<file path="config.mk">
export PLATFORM = sky130hd
export DESIGN_NAME = alu_md_ctrl_flat
export DESIGN_NICKNAME = d
export VERILOG_FILES = /design/src/rtl/alu_md_ctrl_if.sv /design/src/rtl/alu_md_ctrl.sv /design/src/flat_wrapper.sv
export SDC_FILE = /design/constraint.sdc
export NUM_CORES = 1
export LEC_CHECK = 0
export ABC_AREA = 0
export CAP_MARGIN = 20
export CORE_MARGIN = 2
export CORE_UTILIZATION = 55
export CTS_BUF_LIST = sky130_fd_sc_hd__clkbuf_16
export DETAILED_ROUTE_END_ITERATION = 8
export GPL_ROUTABILITY_DRIVEN = 0
export HOLD_SLACK_MARGIN = 0.12
export PLACE_DENSITY = 0.74
export SLEW_MARGIN = 20
export SYNTH_ARGS = -nofsm -noshare
export SYNTH_HDL_FRONTEND = slang
export SYNTH_SLANG_ARGS = --single-unit
</file>
<file path="constraint.sdc">
create_clock -name clk -period 8.9 [get_ports clk]
set_input_delay 1.335 -clock clk [delete_from_list [all_inputs] [get_ports clk]]
set_output_delay 1.335 -clock clk [all_outputs]
set_load 0.03 [all_outputs]
</file>
<file path="src/rtl/alu_md_ctrl_if.sv">
// Interface between the main decoder/datapath and the ALU + multiply/divide
// controller. The datapath side drives the instruction fields and operands.
// The controller side returns the ALU control code, the M-extension result,
// and the stall request.
interface alu_md_ctrl_if #(
  parameter int XLEN = 32
);
  logic            valid_i;
  logic            op_b5;
  logic [2:0]      funct3;
  logic [6:0]      funct7;
  logic [1:0]      ALUOp;
  logic [XLEN-1:0] src_a;
  logic [XLEN-1:0] src_b;
  logic [3:0]      alu_control;
  logic [XLEN-1:0] md_result;
  logic            md_done;
  logic            stall;

  // Datapath / decoder side
  modport master (
    output valid_i, op_b5, funct3, funct7, ALUOp, src_a, src_b,
    input  alu_control, md_result, md_done, stall
  );

  // Controller side
  modport slave (
    input  valid_i, op_b5, funct3, funct7, ALUOp, src_a, src_b,
    output alu_control, md_result, md_done, stall
  );
endinterface

</file>
<file path="src/rtl/alu_md_ctrl.sv">
// ALU control decoder with an iterative RV32M multiply/divide unit.
// The decoder is purely combinational. Mul/div/rem run one shift-add or
// restoring-divide step per cycle on operand magnitudes. The sign is applied
// once the last step completes. The datapath is held through the stall output
// until the one-cycle md_done pulse.
module alu_md_ctrl #(
  parameter int XLEN = 32
) (
  input  logic         clk,
  input  logic         reset,
  alu_md_ctrl_if.slave bus
);

  localparam int               CW      = $clog2(XLEN);
  localparam logic [CW-1:0]    LAST    = CW'(XLEN - 1);
  localparam logic [XLEN-1:0]  MIN_INT = {1'b1, {(XLEN-1){1'b0}}};

  typedef enum logic [1:0] {
    IDLE,
    BUSY,
    DONE
  } state_t;

  typedef enum logic [3:0] {
    ALU_ADD  = 4'd0,
    ALU_SUB  = 4'd1,
    ALU_AND  = 4'd2,
    ALU_OR   = 4'd3,
    ALU_XOR  = 4'd4,
    ALU_SLT  = 4'd5,
    ALU_SLL  = 4'd6,
    ALU_SRL  = 4'd7,
    ALU_SRA  = 4'd8,
    ALU_SLTU = 4'd9,
    ALU_NONE = 4'd15
  } alu_ctrl_t;

  state_t          state, state_next;
  alu_ctrl_t       alu_ctrl;
  logic            is_md;

  // Start-cycle operand conditioning
  logic            sign_a, sign_b, neg_a, neg_b, neg_res;
  logic [XLEN-1:0] mag_a, mag_b;
  logic            div_zero, div_ovf, special;
  logic [XLEN-1:0] special_res;

  // Captured operation and iteration state
  logic [2*XLEN-1:0] acc;
  logic [XLEN-1:0]   divisor;
  logic [2:0]        op_f3;
  logic              neg_res_q;
  logic [CW-1:0]     count;

  // One iteration step and the final signed result
  logic [XLEN:0]     mul_sum;
  logic [XLEN:0]     rem_sh;
  logic              rem_ge;
  logic [XLEN-1:0]   rem_new;
  logic [2*XLEN-1:0] acc_next;
  logic [2*XLEN-1:0] prod_fixed;
  logic [XLEN-1:0]   div_raw;
  logic [XLEN-1:0]   final_res;

  logic            load_start, load_special, load_final;
  logic [XLEN-1:0] md_result_q;
  logic            md_done_q;

  assign is_md = bus.valid_i & (bus.ALUOp == 2'b10) & bus.op_b5 & (bus.funct7 == 7'b0000001);

  // ALU control decode; M-extension instructions suppress the ALU code
  always_comb begin
    // NOTE: every output of a combinational block gets a default first, so no path leaves it unassigned and infers a latch.
    alu_ctrl = ALU_NONE;
    if (!is_md) begin
      case (bus.ALUOp)
        2'b00: alu_ctrl = ALU_ADD;
        2'b01: alu_ctrl = ALU_SUB;
        2'b10: begin
          case (bus.funct3)
            3'b000:  alu_ctrl = (bus.op_b5 & bus.funct7[5]) ? ALU_SUB : ALU_ADD;
            3'b001:  alu_ctrl = ALU_SLL;
            3'b010:  alu_ctrl = ALU_SLT;
            3'b011:  alu_ctrl = ALU_SLTU;
            3'b100:  alu_ctrl = ALU_XOR;
            3'b101:  alu_ctrl = bus.funct7[5] ? ALU_SRA : ALU_SRL;
            3'b110:  alu_ctrl = ALU_OR;
            default: alu_ctrl = ALU_AND;
          endcase
        end
        default: alu_ctrl = ALU_NONE;
      endcase
    end
  end

  assign bus.alu_control = alu_ctrl;

  // Operand signedness, magnitudes and the divide special cases at start
  always_comb begin
    // funct3[2] selects div/rem. For mul, only mulhu leaves rs1 unsigned,
    // and only mul/mulh treat rs2 as signed.
    sign_a   = bus.funct3[2] ? ~bus.funct3[0] : (bus.funct3 != 3'b011);
    sign_b   = bus.funct3[2] ? ~bus.funct3[0] : ~bus.funct3[1];
    neg_a    = sign_a & bus.src_a[XLEN-1];
    neg_b    = sign_b & bus.src_b[XLEN-1];
    mag_a    = neg_a ? -bus.src_a : bus.src_a;
    mag_b    = neg_b ? -bus.src_b : bus.src_b;
    // A remainder follows the dividend; products and quotients follow the sign product.
    neg_res  = (bus.funct3[2] & bus.funct3[1]) ? neg_a : (neg_a ^ neg_b);
    div_zero = bus.funct3[2] & (bus.src_b == '0);
    div_ovf  = bus.funct3[2] & ~bus.funct3[0] & (bus.src_a == MIN_INT) & (bus.src_b == '1);
    special  = div_zero | div_ovf;
    if (div_zero) begin
      special_res = bus.funct3[1] ? bus.src_a : '1;
    end else begin
      special_res = bus.funct3[1] ? '0 : bus.src_a;
    end
  end

  // One mul or div iteration, plus sign correction and field selection of the result
  always_comb begin
    // Multiply: add the multiplicand into the upper half when the low bit is set, then shift right.
    mul_sum = {1'b0, acc[2*XLEN-1:XLEN]} + (acc[0] ? {1'b0, divisor} : '0);
    // Divide: the upper half is the partial remainder and the lower half shifts dividend bits out and quotient bits in.
    // A carry into bit XLEN means the shifted remainder already exceeds any XLEN-bit divisor.
    rem_sh  = {acc[2*XLEN-1:XLEN], acc[XLEN-1]};
    rem_ge  = rem_sh[XLEN] | (rem_sh[XLEN-1:0] >= divisor);
    rem_new = rem_ge ? (rem_sh[XLEN-1:0] - divisor) : rem_sh[XLEN-1:0];
    if (op_f3[2]) begin
      acc_next = {rem_new, acc[XLEN-2:0], rem_ge};
    end else begin
      acc_next = {mul_sum, acc[XLEN-1:1]};
    end

    prod_fixed = neg_res_q ? -acc_next : acc_next;
    div_raw    = op_f3[1] ? acc_next[2*XLEN-1:XLEN] : acc_next[XLEN-1:0];
    if (op_f3[2]) begin
      final_res = neg_res_q ? -div_raw : div_raw;
    end else if (op_f3[1:0] == 2'b00) begin
      final_res = prod_fixed[XLEN-1:0];
    end else begin
      final_res = prod_fixed[2*XLEN-1:XLEN];
    end
  end

  // Next-state logic and load strobes
  always_comb begin
    state_next   = state;
    load_start   = 1'b0;
    load_special = 1'b0;
    load_final   = 1'b0;
    case (state)
      IDLE: begin
        if (is_md) begin
          load_start = 1'b1;
          if (special) begin
            load_special = 1'b1;
            state_next   = DONE;
          end else begin
            state_next   = BUSY;
          end
        end
      end
      BUSY: begin
        if (count == LAST) begin
          load_final = 1'b1;
          state_next = DONE;
        end
      end
      DONE:    state_next = IDLE;
      default: state_next = IDLE;
    endcase
  end

  // State register
  always_ff @(posedge clk) begin
    // NOTE: sequential state uses non-blocking assignments, so every flop samples pre-edge values regardless of block order.
    if (reset) begin
      state <= IDLE;
    end else begin
      state <= state_next;
    end
  end

  // Step counter and the registered result/done outputs
  always_ff @(posedge clk) begin
    if (reset) begin
      count       <= '0;
      md_done_q   <= 1'b0;
      md_result_q <= '0;
    end else begin
      if (load_start) begin
        count <= '0;
      end else if (state == BUSY) begin
        count <= count + CW'(1);
      end
      md_done_q <= load_special | load_final;
      if (load_special) begin
        md_result_q <= special_res;
      end else if (load_final) begin
        md_result_q <= final_res;
      end
    end
  end

  // Operand capture and iteration datapath
  always_ff @(posedge clk) begin
    // NOTE: these registers have no reset. They are always written by load_start before anything reads them.
    if (load_start) begin
      acc       <= {{XLEN{1'b0}}, mag_a};
      divisor   <= mag_b;
      op_f3     <= bus.funct3;
      neg_res_q <= neg_res;
    end else if (state == BUSY) begin
      acc <= acc_next;
    end
  end

  assign bus.md_result = md_result_q;
  assign bus.md_done   = md_done_q;
  assign bus.stall     = is_md & (state != DONE);

endmodule

</file>
<file path="src/flat_wrapper.sv">
// flat-port wrapper written by rule: the top's interface ports become plain ports
module alu_md_ctrl_flat 
#(
  parameter int XLEN = 32
)
  (clk, reset, bus_valid_i, bus_op_b5, bus_funct3, bus_funct7, bus_ALUOp, bus_src_a, bus_src_b, bus_alu_control, bus_md_result, bus_md_done, bus_stall);
  alu_md_ctrl_if #(.XLEN(XLEN)) bus_i ();
  input  logic clk;
  input  logic reset;
  input wire logic [$bits(bus_i.valid_i)-1:0] bus_valid_i;
  input wire logic [$bits(bus_i.op_b5)-1:0] bus_op_b5;
  input wire logic [$bits(bus_i.funct3)-1:0] bus_funct3;
  input wire logic [$bits(bus_i.funct7)-1:0] bus_funct7;
  input wire logic [$bits(bus_i.ALUOp)-1:0] bus_ALUOp;
  input wire logic [$bits(bus_i.src_a)-1:0] bus_src_a;
  input wire logic [$bits(bus_i.src_b)-1:0] bus_src_b;
  output wire logic [$bits(bus_i.alu_control)-1:0] bus_alu_control;
  output wire logic [$bits(bus_i.md_result)-1:0] bus_md_result;
  output wire logic [$bits(bus_i.md_done)-1:0] bus_md_done;
  output wire logic [$bits(bus_i.stall)-1:0] bus_stall;
  assign bus_i.valid_i = bus_valid_i;
  assign bus_i.op_b5 = bus_op_b5;
  assign bus_i.funct3 = bus_funct3;
  assign bus_i.funct7 = bus_funct7;
  assign bus_i.ALUOp = bus_ALUOp;
  assign bus_i.src_a = bus_src_a;
  assign bus_i.src_b = bus_src_b;
  assign bus_alu_control = bus_i.alu_control;
  assign bus_md_result = bus_i.md_result;
  assign bus_md_done = bus_i.md_done;
  assign bus_stall = bus_i.stall;
  alu_md_ctrl #(.XLEN(XLEN)) u_core (.clk(clk), .reset(reset), .bus(bus_i));
endmodule
</file>
==> images/io_placement.png <==
(2 px per um) Pins as bars across the die edge, other pins in grey.
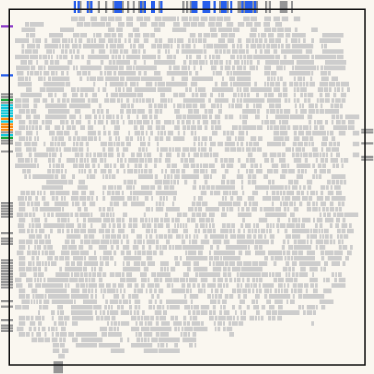
Cyan marks bus_funct7, pins 7, direction input, edge left. Blue marks bus_src_a, pins 32, direction input, edge 31 top, 1 left. Green marks bus_ALUOp, pins 2, direction input, edge left. Purple marks clk, pins 1, direction input, edge left. Orange marks bus_alu_control, pins 4, direction output, edge left.
IO Port Bufs: 117
Die W: 177 um

==> run notes <==
run metrics: status completed, Reg2Reg Depth 21, share of cells above drive strength 1 0.0579, most frequent cells in the layout nand2_1 (219), nor2_1 (197), a21oi_1 (191), Clock Sinks 140, largest non-sequential cell family by area AND-OR/OR-AND gates, post-synthesis cell count from yosys 2235, Finished Cell Area between 15000 and 20000 um2, Tool Warnings 30, largest net degree at the start of global routing 187, slew at the pin closest to its max-slew limit 1030 ps, Mux area share 0.0344, most instantiated library cell after synthesis nand2_1, Clock Buffer Count 17, DRT Pass-1 Iters 7, switching power 0.000878 W, crit path DAT 7510 ps, ys async rst share 0, inverters 79, Hold WS about 460 ps, Hold Crit Endpoint u_core.bus.md_result[28]$_SDFFE_PP0P_, yosys adder share 0.0636, yosys stat area 16500 um2, FF-to-FF Start u_core.divisor[17]$_DFFE_PP_, Iteration-0 DRC Markers 3048, Comb gates 1880, Commonest cells post-synth nand2_1 (219), nor2_1 (199), a21oi_1 (191), PwrDens 124 nW/um2, cts hold-fix bufs 0, Distinct lib cells used between 100 and 150, critical path endpoint u_core.bus.md_result[30]$_SDFFE_PP0P_, stages on the worst setup path 21, HP Start u_core.bus.md_result[28]$_SDFFE_PP0P_, GR Overflow Total 0, Initial Util 0.558, # diodes 1, slowest CP cell or4b_1, Compound Share, Synth 0.298, worst setup margin 1790 ps, area occupied by multi-input gates about 12000 um2, RSZ-0062 raised after global routing no, vias in the first global route 17.3k, IO Pins 118, Setup TNS 0 ps, LEAKAGE between 6 and 7 nW, CP Launch Type register, CTS clk-pin slew, worst paths 70 ps, hpwl dp between 40000 and 50000 um, flop2flop setup slack 1790 ps, Dominant flop cell dfxtp_1, final setup fails 0, Flop pwr share 0.316, Setup CP Type register to register, antenna viol nets, final 0, TritonCTS Buffers 17, Clock buffers and inverters, area share 0.0310, post-cts resize count 0, Tmin final 7110 ps, mapped cell area 16500 um2, cell row count between 60 and 70, Placed Area 17900 um2, Sw Share 0.384, top layer reached by signal wires met4, Layout area overhead 11.8%, Comb. pwr a little over 0.0008 W, overall die area 31400 um2, Slew Limit Fails 0, Layout Skew 14.7 ps, Hold Crit Depth 2, crit path cell chain inv_1, ha_1, a21oi_1, o21ai_1, a2111oi_2, o311a_1, a41o_1, ha_1, nor3b_1, o221ai_1, or4b_1, or4_4, or3_4, a2111oi_4, o2111ai_2, nor4_4, nand3_2, or3_1, mux2_2, a221oi_2, a221o_1, Final Hold Violating Endpoints 0, Tap Count 390, Yosys warnings 0, Comb/total area 0.660, Core ar. 29600 um2, M1 WL 24400 um, Non-CTS buffers 150, CTS tree done, initial antenna violation count 4, Seq area share 0.189, Mapped Avg Cell Area 7.38 um2, most used cell, CP ha_1, H-tree level count 4, Longest Clk Path Bufs 2, clock share of power 0.321, number of flops mapped to enable cells by yosys 68, Int Pwr 0.00141 W, Mapped Cells 2235, postcts setup bufs 0, drt drc 0, seq pwr 0.000723 W, XOR-XNOR Cells, Area Fraction 0.0882, Max Fclk 141 MHz, logic gate share of total power 0.363, placed cell count around 2.6k
==> images/wires.png <==
(1.5 px per um)
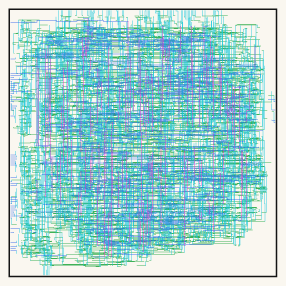
Green marks metal 1, wire length 24.4 mm. Cyan marks metal 2, wire length 27.8 mm. Blue marks metal 3, wire length 8040 um. Magenta marks metal 4, wire length 3620 um.
Vias: 18.9k
GRT Total Usage: 0.398
routed length per instance: 23.9 um
Routed WL: 63900 um

[per-layer routing]
metal,track usage,vias to the layer above
met5,0,-
met2,0.609,1459
met4,0.217,0
met1,0.511,8758
li1,-,8443
met3,0.102,287
[tightest hold or removal path: stages (launching register included)]
cell	delay, ps
dfxtp_1	320
nand2_1	50
o21ai_1	50
[sequential cells by signal, summed over array words and instances (netlist names)]
| register | count |
|---|---|
| u_core.acc | 64 |
| u_core.bus.md_done | 1 |
| u_core.bus.md_result | 32 |
| u_core.count | 5 |
| u_core.divisor | 32 |
| u_core.neg_res_q | 1 |
| u_core.op_f3 | 3 |
| u_core.state | 2 |
[kinds of logic after synthesis]
family,after synthesis
AND-OR/OR-AND,741
AND/OR/NAND/NOR,833
adder cells (fa/ha/maj),85
multiplexers,55
XOR/XNOR,166
buffers and inverters,215
flip-flops,140
Power and IR drop assume default switching activity.
